### config.mk
export PLATFORM = sky130hd
export DESIGN_NAME = mc_ctrl
export DESIGN_NICKNAME = d
export VERILOG_FILES = /design/src/rtl/mips_pkg.sv /design/src/rtl/mem_wdog.sv /design/src/rtl/mc_ctrl.sv
export SDC_FILE = /design/constraint.sdc
export NUM_CORES = 1
export LEC_CHECK = 0
export ABC_AREA = 1
export CAP_MARGIN = 20
export CORE_ASPECT_RATIO = 1.1
export CORE_MARGIN = 5
export CORE_UTILIZATION = 36
export CTS_CLUSTER_DIAMETER = 60
export DETAILED_ROUTE_END_ITERATION = 6
export PLACE_DENSITY = 0.66
export RECOVER_POWER = 100
export SYNTH_ARGS = -nofsm -noshare
export SYNTH_HDL_FRONTEND = slang
export SYNTH_SLANG_ARGS = --single-unit
### constraint.sdc
create_clock -name clk -period 1.8 [get_ports clk]
set_input_delay 0.36 -clock clk [delete_from_list [all_inputs] [get_ports clk]]
set_output_delay 0.36 -clock clk [all_outputs]
set_load 0.05 [all_outputs]
### src/rtl/mips_pkg.sv
// Shared encodings for the multicycle MIPS control path: FSM states, opcodes,
// ALU operation codes and datapath mux selects.
package mips_pkg;

  typedef enum logic [3:0] {
    S_IDLE   = 4'd0,
    S_FETCH  = 4'd1,
    S_DECODE = 4'd2,
    S_MEMADR = 4'd3,
    S_MEMRD  = 4'd4,
    S_MEMWB  = 4'd5,
    S_MEMWR  = 4'd6,
    S_EXEC   = 4'd7,
    S_ALUWB  = 4'd8,
    S_BRANCH = 4'd9,
    S_JUMP   = 4'd10,
    S_ADDIEX = 4'd11,
    S_ADDIWB = 4'd12
  } state_e;

  localparam logic [5:0] OP_RTYPE = 6'h00;
  localparam logic [5:0] OP_LW    = 6'h23;
  localparam logic [5:0] OP_SW    = 6'h2B;
  localparam logic [5:0] OP_BEQ   = 6'h04;
  localparam logic [5:0] OP_J     = 6'h02;
  localparam logic [5:0] OP_ADDI  = 6'h08;

  // Shared with the ALU control decoder.
  localparam logic [1:0] ALU_OP_ADD  = 2'd0;
  localparam logic [1:0] ALU_OP_SUB  = 2'd1;
  localparam logic [1:0] ALU_OP_FUNC = 2'd2;

  localparam logic [1:0] ALUSRCB_RT     = 2'd0;
  localparam logic [1:0] ALUSRCB_FOUR   = 2'd1;
  localparam logic [1:0] ALUSRCB_IMM    = 2'd2;
  localparam logic [1:0] ALUSRCB_IMM_SH = 2'd3;

  localparam logic [1:0] PCSRC_ALU    = 2'd0;
  localparam logic [1:0] PCSRC_ALUOUT = 2'd1;
  localparam logic [1:0] PCSRC_JUMP   = 2'd2;

  // States that wait on the memory handshake and are covered by the watchdog.
  function automatic logic is_mem_state(input state_e s);
    return (s == S_FETCH) || (s == S_MEMRD) || (s == S_MEMWR);
  endfunction

endpackage

### src/rtl/mem_wdog.sv
// Memory wait watchdog: counts stalled cycles in a memory state and flags
// expiry when the stall count reaches TIMEOUT with memory still not ready.
module mem_wdog #(
  parameter int TIMEOUT = 255,
  parameter int CNT_W   = 8
) (
  input  logic clk,
  input  logic rst_n,
  input  logic start,
  input  logic busy,
  input  logic ready,
  output logic expire
);

  localparam logic [CNT_W-1:0] LIMIT = CNT_W'(TIMEOUT);

  logic [CNT_W-1:0] cnt_q, cnt_d;

  always_comb begin
    cnt_d = cnt_q;
    // A restart takes priority so a timed-out FETCH re-enters with a clean count.
    if (start) begin
      cnt_d = '0;
    end else if (busy && !ready) begin
      cnt_d = cnt_q + 1'b1;
    end
  end

  assign expire = busy && !ready && (cnt_q == LIMIT);

  always_ff @(posedge clk or negedge rst_n) begin
    if (!rst_n) begin
      cnt_q <= '0;
    end else begin
      cnt_q <= cnt_d;
    end
  end

endmodule

### src/rtl/mc_ctrl.sv
// Multicycle MIPS main control FSM: sequences fetch/decode/execute steps and
// drives datapath enables, with a watchdog on memory waits.
module mc_ctrl
  import mips_pkg::*;
#(
  parameter int TIMEOUT = 255,
  parameter int CNT_W   = 8
) (
  input  logic       clk,
  input  logic       rst_n,
  input  logic [5:0] opcode,
  input  logic       mem_ready,
  output logic       pc_write,
  output logic       pc_write_cond,
  output logic       i_or_d,
  output logic       mem_read,
  output logic       mem_write,
  output logic       ir_write,
  output logic       mem_to_reg,
  output logic       reg_dst,
  output logic       reg_write,
  output logic       alu_src_a,
  output logic [1:0] alu_src_b,
  output logic [1:0] alu_op,
  output logic [1:0] pc_source,
  output logic       illegal_op,
  output logic       mem_err,
  output logic [3:0] state_dbg
);

  state_e state_q, state_d;
  logic   wd_start, wd_expire;

  mem_wdog #(.TIMEOUT(TIMEOUT), .CNT_W(CNT_W)) u_wdog (
    .clk    (clk),
    .rst_n  (rst_n),
    .start  (wd_start),
    .busy   (is_mem_state(state_q)),
    .ready  (mem_ready),
    .expire (wd_expire)
  );

  // Clear on entry to a memory state, including FETCH re-entry after timeout.
  assign wd_start = is_mem_state(state_d) && ((state_d != state_q) || wd_expire);

  always_comb begin
    state_d       = state_q;
    pc_write      = 1'b0;
    pc_write_cond = 1'b0;
    i_or_d        = 1'b0;
    mem_read      = 1'b0;
    mem_write     = 1'b0;
    ir_write      = 1'b0;
    mem_to_reg    = 1'b0;
    reg_dst       = 1'b0;
    reg_write     = 1'b0;
    alu_src_a     = 1'b0;
    alu_src_b     = ALUSRCB_RT;
    alu_op        = ALU_OP_ADD;
    pc_source     = PCSRC_ALU;
    illegal_op    = 1'b0;
    mem_err       = 1'b0;
    case (state_q)
      S_IDLE: state_d = S_FETCH;
      S_FETCH: begin
        mem_read  = 1'b1;
        alu_src_b = ALUSRCB_FOUR;
        if (mem_ready) begin
          ir_write = 1'b1;
          pc_write = 1'b1;
          state_d  = S_DECODE;
        end else if (wd_expire) begin
          mem_err = 1'b1;
          state_d = S_FETCH;
        end
      end
      S_DECODE: begin
        alu_src_b = ALUSRCB_IMM_SH;
        case (opcode)
          OP_RTYPE:     state_d = S_EXEC;
          OP_LW, OP_SW: state_d = S_MEMADR;
          OP_BEQ:       state_d = S_BRANCH;
          OP_J:         state_d = S_JUMP;
          OP_ADDI:      state_d = S_ADDIEX;
          default: begin
            illegal_op = 1'b1;
            state_d    = S_FETCH;
          end
        endcase
      end
      S_MEMADR: begin
        alu_src_a = 1'b1;
        alu_src_b = ALUSRCB_IMM;
        state_d   = (opcode == OP_LW) ? S_MEMRD : S_MEMWR;
      end
      S_MEMRD: begin
        mem_read = 1'b1;
        i_or_d   = 1'b1;
        if (mem_ready) begin
          state_d = S_MEMWB;
        end else if (wd_expire) begin
          mem_err = 1'b1;
          state_d = S_FETCH;
        end
      end
      S_MEMWB: begin
        reg_write  = 1'b1;
        mem_to_reg = 1'b1;
        state_d    = S_FETCH;
      end
      S_MEMWR: begin
        i_or_d    = 1'b1;
        // The write strobe is withdrawn in the cycle the access is abandoned.
        mem_write = !wd_expire;
        if (mem_ready) begin
          state_d = S_FETCH;
        end else if (wd_expire) begin
          mem_err = 1'b1;
          state_d = S_FETCH;
        end
      end
      S_EXEC: begin
        alu_src_a = 1'b1;
        alu_op    = ALU_OP_FUNC;
        state_d   = S_ALUWB;
      end
      S_ALUWB: begin
        reg_write = 1'b1;
        reg_dst   = 1'b1;
        state_d   = S_FETCH;
      end
      S_BRANCH: begin
        alu_src_a     = 1'b1;
        alu_op        = ALU_OP_SUB;
        pc_write_cond = 1'b1;
        pc_source     = PCSRC_ALUOUT;
        state_d       = S_FETCH;
      end
      S_JUMP: begin
        pc_write  = 1'b1;
        pc_source = PCSRC_JUMP;
        state_d   = S_FETCH;
      end
      S_ADDIEX: begin
        alu_src_a = 1'b1;
        alu_src_b = ALUSRCB_IMM;
        state_d   = S_ADDIWB;
      end
      S_ADDIWB: begin
        reg_write = 1'b1;
        state_d   = S_FETCH;
      end
      default: state_d = S_IDLE;
    endcase
  end

  always_ff @(posedge clk or negedge rst_n) begin
    if (!rst_n) begin
      state_q <= S_IDLE;
    end else begin
      state_q <= state_d;
    end
  end

  assign state_dbg = state_q;

endmodule

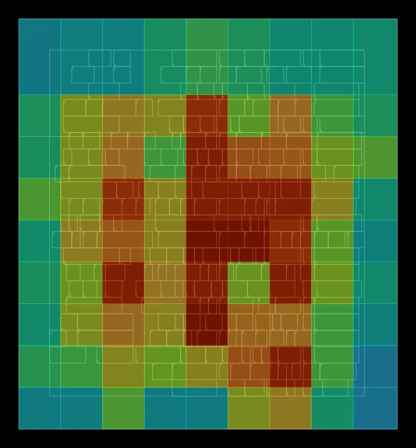
Figure 1: run 1, routing congestion map.
gr busiest metal: met2
GR Util met3: 3.494%
M2 GR Usage: 40.54%
met1 Resource Use GR: 19.03%

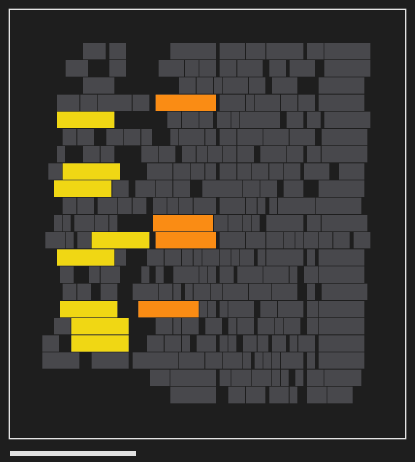
Figure 2: run 1, where the registers sit.
Scale bar: 20 um. Other cells in grey.
legend:
  orange:
    name_in_the_netlist: `state_dbg`
    sequential_cells: 4
    where: centre
  yellow:
    name_in_the_netlist: `u_wdog.cnt_q`
    sequential_cells: 8
Seq/total area: 12.92%
P_seq: 0.433 mW
Util after Layout: 79.60%

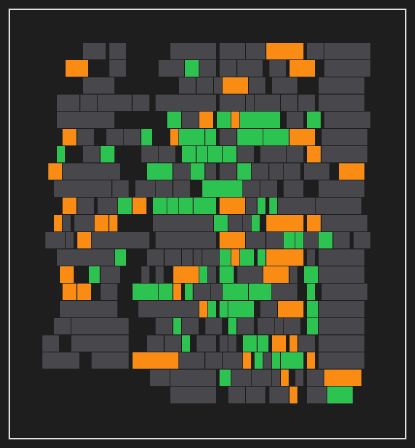
Figure 3: run 1, selected gate families.
legend:
  orange:
    family: NOR gates
    cells: 40
  green:
    family: NAND gates
    cells: 61
final instance count without filler cells: 282
fraction of area in multi-input gates: 38.86%
commonest non-fill, non-tap cell in the layout: buf_4

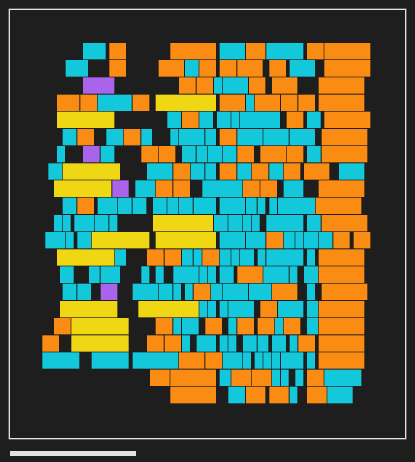
Figure 4: run 1, cell classes on the final placement.
Scale bar: 20 um.
legend:
  yellow:
    class: flops
    cells: 12
    share_of_their_area: 13%
  orange:
    class: other buffers and delay cells
    cells: 89
    share_of_their_area: 42%
  purple:
    class: clock drivers and dummy loads
    cells: 4
    share_of_their_area: 1.6%
  cyan:
    class: combinational and other logic
    cells: 143
    share_of_their_area: 44%
core area: 0.002969 mm^2
std cell rows: 21

==> reports/metrics.yaml, run 1 <==
worst_setup_path:
  crit_cells: 6
  cp_max_fo: 4
  r2r-end: "u_wdog.cnt_q[3]$_DFFE_PN0P_"
  crit_path_cell_trace: "inv_4 > nand2_2 > buf_6 > nor3_4 > buf_4 > buf_12"
  critical_path_arrival_ns: 1.60
  rr_startpoint: "state_dbg[3]$_DFF_PN0_"
  end_kind: "output port"
  path_delay_family: "buffers and inverters"
  startpoint_type: "flop"
  critical_path.endpoint: "pc_write_cond"
  crit_buf_inv: 4
  critPathMaxStageDelay_ns: 0.46
  cp_slowest_cell: "dfrtp_2"
route:
  drtAntennaViolNets: 0
  wl_met3_um: 267
  routedWlPerCell_um: 16.00
  route.met2.wl_um: 2498
  vias_per_cell: 5.309
  vias: 1497
  drc_errors: 0
global_routing:
  grt_pass1_wl_um: 6762
  grt_max_degree: 13
  grt_pass1_vias: 1469
floorplan:
  die_x_um: 62.46
  nWellTaps: 34
  die_h_um: 67.71
job:
  tool_warnings: 29
  maxCapViolations: 0
cells_and_area:
  fin_nets: 259
  layout_top_cells: "51 x buf_4, 20 x buf_12, 17 x nand2_2"
  final_area_mm2: 0.002364
  mi_logic_area_um2: 918.4
  syn2layout_area_growth_pct: 116.9
  buffers: 89
  comb_cells: 122
  nClkBuffers: 4
sta:
  setup_ws_ns: -0.1649
  setup_viol: 22
  relSlewSlack_pct: 63.75
  period_used_pct: 109.2
  max_freq_ghz: 0.5089
  rsz0062_at_grt: "yes"
synth:
  edf_count: 0
  avgSynthCellArea_um2: 6.897
  ys_seq_share_pct: 27.55
  ys_chip_area_mm2: 0.001090
  fa_ha_area_share_pct: 1.148
  xor_share_pct: 4.822
  yosys_warnings: 0
  simple_gate_area_share_pct: 48.91
  syn-num-nets: 168
  ys_types: 30
  yosys.area_share.aoi_pct: 7.003
  synth.most_common_cell: "nand2_1"
  yosysTopAreaCell: "dfrtp_1"
  yosys.area.top_type_share_pct: 27.55
  synthArstFlopShare_pct: 100.0
pwr:
  peakVddDrop_uv: 1349
  powerComb_mw: 3.46
  power_leader: "combinational logic"
  powerDensity_mw_per_mm2: 1739
  power.total_mw: 4.109
  power.clock.total_mw: 0.213
  netSwitchingFraction_pct: 51.33
clocking:
  post-cts-setup-buffer-count: 27
  cts_tree: "yes"
  cts_hold_repair.buffers: 0
  cts_buffer_depth: 2
  htree_levels: 1
status:
  status: "finished with violations"
  violations: "negative setup slack"
place:
  io_buffers: 30
  post_dp_cell_area_mm2: 0.001904
==> run 2: changes to the inputs <==
--- a/config.mk
+++ b/config.mk
@@ -9,11 +9,12 @@
 export CAP_MARGIN = 20
 export CORE_ASPECT_RATIO = 1.1
 export CORE_MARGIN = 5
-export CORE_UTILIZATION = 36
+export CORE_UTILIZATION = 43
 export CTS_CLUSTER_DIAMETER = 60
 export DETAILED_ROUTE_END_ITERATION = 6
-export PLACE_DENSITY = 0.66
+export PLACE_DENSITY = 0.76
 export RECOVER_POWER = 100
+export SKIP_LAST_GASP = 1
 export SYNTH_ARGS = -nofsm -noshare
 export SYNTH_HDL_FRONTEND = slang
 export SYNTH_SLANG_ARGS = --single-unit
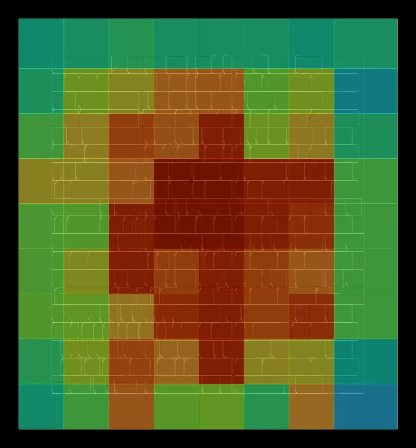
Figure 5: run 2, routing congestion map.
Routed WL per cell: 18.01 um
GR Util met3: 3.099%
M2 GR Usage: 47.46%
Util after Layout: 90.74%

==> run 2 against run 1 <==
The run still ends with negative setup slack left. Global-route usage rose by 6.6 points. Core utilization grew 11 points. Die area decreased by 14%. Hold slack worse by 0.011 ns. Critical path depth unchanged. Non-clock buffer count fell by 8. First-iteration DRC count shrank 16%. Critical endpoint is now pc_write.
==> reports/metrics.yaml, run 2 <==
status:
  status: "finished with violations"
  violations: "negative setup slack"
clocking:
  cts_hold_repair.buffers: 0  # unchanged
  cts_buffer_depth: 2  # unchanged
  post-cts-setup-buffer-count: 20  # -26%
  htree_levels: 1  # unchanged
  cts_tree: "yes"
synth:
  fa_ha_area_share_pct: 1.148  # unchanged
  syn-num-nets: 168  # unchanged
  yosys.area.top_type_share_pct: 27.55  # unchanged
  yosys_warnings: 0  # unchanged
  simple_gate_area_share_pct: 48.91  # unchanged
  synth.most_common_cell: "nand2_1"
  synthArstFlopShare_pct: 100.0  # unchanged
  ys_types: 30  # unchanged
  ys_chip_area_mm2: 0.001090  # unchanged
  yosysTopAreaCell: "dfrtp_1"
  ys_seq_share_pct: 27.55  # unchanged
  xor_share_pct: 4.822  # unchanged
  edf_count: 0  # unchanged
  avgSynthCellArea_um2: 6.897  # unchanged
  yosys.area_share.aoi_pct: 7.003  # unchanged
pwr:
  power_leader: "combinational logic"
  power.total_mw: 3.925  # -4.5%
  sequentialPower_mw: 0.465  # +7.4%
  netSwitchingFraction_pct: 52.50  # +1.2 points
  peakVddDrop_uv: 1814  # +34%
worst_setup_path:
  critical_path_arrival_ns: 1.62  # +0.02 ns
  path_delay_family: "flip-flops"
  end_kind: "output port"
  cp_slowest_cell: "dfrtp_2"
  cp_max_fo: 7  # +3
  startpoint_type: "flop"
  crit_path_cell_trace: "inv_8 > nor2_4 > nand3_1 > buf_4 > o21ai_2 > buf_12"
  crit_buf_inv: 3  # -1
  r2r-end: "u_wdog.cnt_q[5]$_DFFE_PN0P_"
floorplan:
  core_area_mm2: 0.002472  # -17%
  row_count: 19  # -9.5%
  die_x_um: 58  # -7.1%
  die_h_um: 62.80  # -7.2%
job:
  maxCapViolations: 0  # unchanged
global_routing:
  grt_pass1_vias: 1613  # +9.8%
  use_met1_pct: 29.21  # +10 points
  grt-busiest-layer: "met2"
  grt_pass1_wl_um: 7562  # +12%
cells_and_area:
  mostFrequentLayoutCell: "buf_4"
  fin_nets: 251  # -3.1%
  final_area_mm2: 0.002243  # -5.1%
  comb_cells: 122  # unchanged
  syn2layout_area_growth_pct: 105.9
  buffers: 81  # -9.0%
  layout_top_cells: "41 x buf_4, 20 x buf_12, 19 x nand2_1"
  fin_cells: 271  # -3.9%
route:
  route.met2.wl_um: 2474  # -0.96%
  vias: 1490  # -0.47%
  drtAntennaViolNets: 0  # unchanged
  drc_errors: 0  # unchanged
  wl_met3_um: 363  # +36%
place:
  post_dp_cell_area_mm2: 0.001901  # -0.20%
  io_buffers: 30  # unchanged
sta:
  setup_viol: 23  # +4.5%
  max_freq_ghz: 0.5059  # -0.60%
  period_used_pct: 109.8  # +0.66 points
  setup_ws_ns: -0.1768  # -0.01182 ns
==> run 3: changes to the inputs <==
--- a/config.mk
+++ b/config.mk
@@ -7,7 +7,7 @@
 export LEC_CHECK = 0
 export ABC_AREA = 1
 export CAP_MARGIN = 20
-export CORE_ASPECT_RATIO = 1.1
+export CORE_ASPECT_RATIO = 0.75
 export CORE_MARGIN = 5
 export CORE_UTILIZATION = 43
 export CTS_CLUSTER_DIAMETER = 60
@@ -18,3 +18,4 @@
 export SYNTH_ARGS = -nofsm -noshare
 export SYNTH_HDL_FRONTEND = slang
 export SYNTH_SLANG_ARGS = --single-unit
+export TNS_END_PERCENT = 5
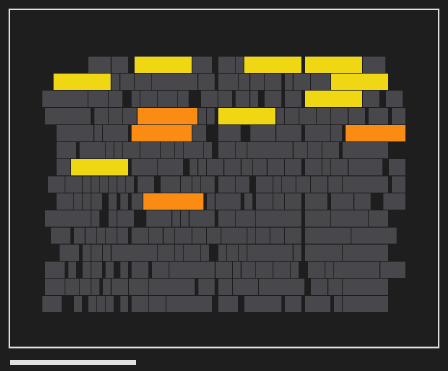
Figure 6: run 3, where the registers sit.
Scale bar: 20 um. Other cells in grey.
legend:
  orange:
    name_in_the_netlist: `state_dbg`
    sequential_cells: 4
  yellow:
    name_in_the_netlist: `u_wdog.cnt_q`
    sequential_cells: 8
Register Area: 305.3 um^2
Util after Layout: 90.37%
Seq/total area: 14.29%
P_seq: 0.430 mW

==> run 3 against run 2 <==
Die area grew 0.26%. Via count grew 10%. Power shrank 1.8%. Largest power group unchanged. Non-clock buffer count shrank 1. Final area shrank 4.7%. The flow still finishes with violations (negative setup slack). Critical endpoint is now u_wdog.cnt_q[6]$_DFFE_PN0P_. Hold slack gained 0.022 ns. Sequential power shrank 7.5%.
==> reports/metrics.yaml, run 3 <==
pwr:
  peakVddDrop_uv: 1438  # -21%
  power.total_mw: 3.856  # -1.8%
  power_leader: "combinational logic"
  netSwitchingFraction_pct: 54.91  # +2.4 points
worst_setup_path:
  path_delay_family: "simple AND/OR/NAND/NOR gates"
  critical_path_arrival_ns: 2.30  # +0.68 ns
  cp_max_fo: 8  # +1
  r2r-end: "u_wdog.cnt_q[6]$_DFFE_PN0P_"
  cp_slowest_cell: "dfrtp_1"
  crit_path_cell_trace: "ha_2 > nand4_1 > nor2_2 > buf_4 > nor2_1 > nor2_1 > nand2_1 > nor2_1 > nand2_1 > nand2_2 > nand2_4 > nor2_8 > nor2_2"
synth:
  avgSynthCellArea_um2: 6.897  # unchanged
  syn-num-nets: 168  # unchanged
  yosysTopAreaCell: "dfrtp_1"
  synth.most_common_cell: "nand2_1"
  synthArstFlopShare_pct: 100.0  # unchanged
  fa_ha_area_share_pct: 1.148  # unchanged
  yosys_warnings: 0  # unchanged
  ys_types: 30  # unchanged
  xor_share_pct: 4.822  # unchanged
  edf_count: 0  # unchanged
  ys_seq_share_pct: 27.55  # unchanged
  ys_chip_area_mm2: 0.001090  # unchanged
  simple_gate_area_share_pct: 48.91  # unchanged
  yosys.area.top_type_share_pct: 27.55  # unchanged
sta:
  setup_ws_ns: -0.3376  # -0.1609 ns
  setup_viol: 26  # +13%
  period_used_pct: 118.8  # +8.9 points
floorplan:
  row_count: 15  # -4
  die_x_um: 68.13  # +17%
  core_area_mm2: 0.002365  # -4.4%
  die_h_um: 53.60  # -15%
cells_and_area:
  comb_cells: 122  # unchanged
  syn2layout_area_growth_pct: 96.10
  final_area_mm2: 0.002137  # -4.7%
  layout_top_cells: "48 x buf_4, 26 x nand2_1, 19 x buf_12"
  buffers: 80  # -1.2%
  fin_cells: 273  # +0.74%
  fin_nets: 250  # -0.40%
  mostFrequentLayoutCell: "buf_4"
place:
  post_dp_cell_area_mm2: 0.001869  # -1.6%
status:
  violations: "negative setup slack"
  status: "finished with violations"
global_routing:
  use_met2_pct: 49.60  # +2.1 points
  grt_pass1_vias: 1433  # -11%
  grt-busiest-layer: "met2"
clocking:
  cts_hold_repair.buffers: 0  # unchanged
  htree_levels: 1  # unchanged
  cts_buffer_depth: 2  # unchanged
  cts_tree: "yes"
  post-cts-setup-buffer-count: 12  # -40%
route:
  route.met2.wl_um: 2471  # -0.12%
  wl_met3_um: 668  # +84%
  vias: 1641  # +10%
  drtAntennaViolNets: 0  # unchanged

## Gallery

Routed metal, one colour a layer.
Scale bar: 20 um. Only two layers are drawn.
panel A
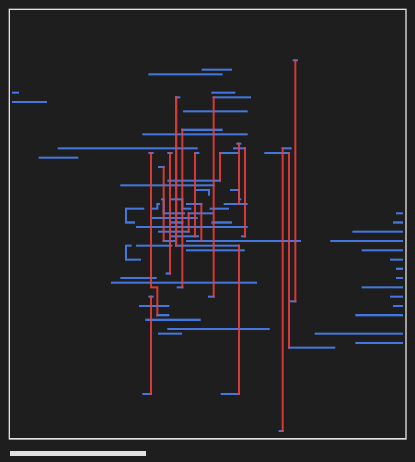
panel B
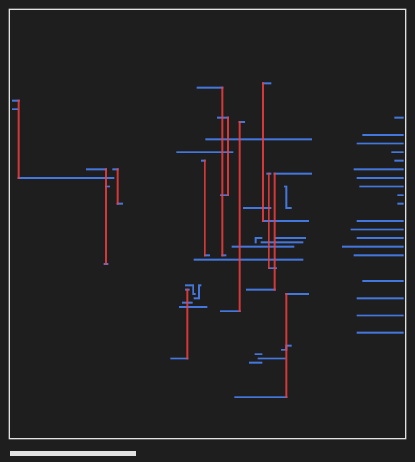
Panel B is run 1.
Panel A is run 2.

Key to panel A:
legend:
  blue:
    layer: metal 3
    wire_length: 364 um
  red:
    layer: metal 4
    wire_length: 315 um

Power figures rest on the tool's default switching activity, not on a simulated workload.
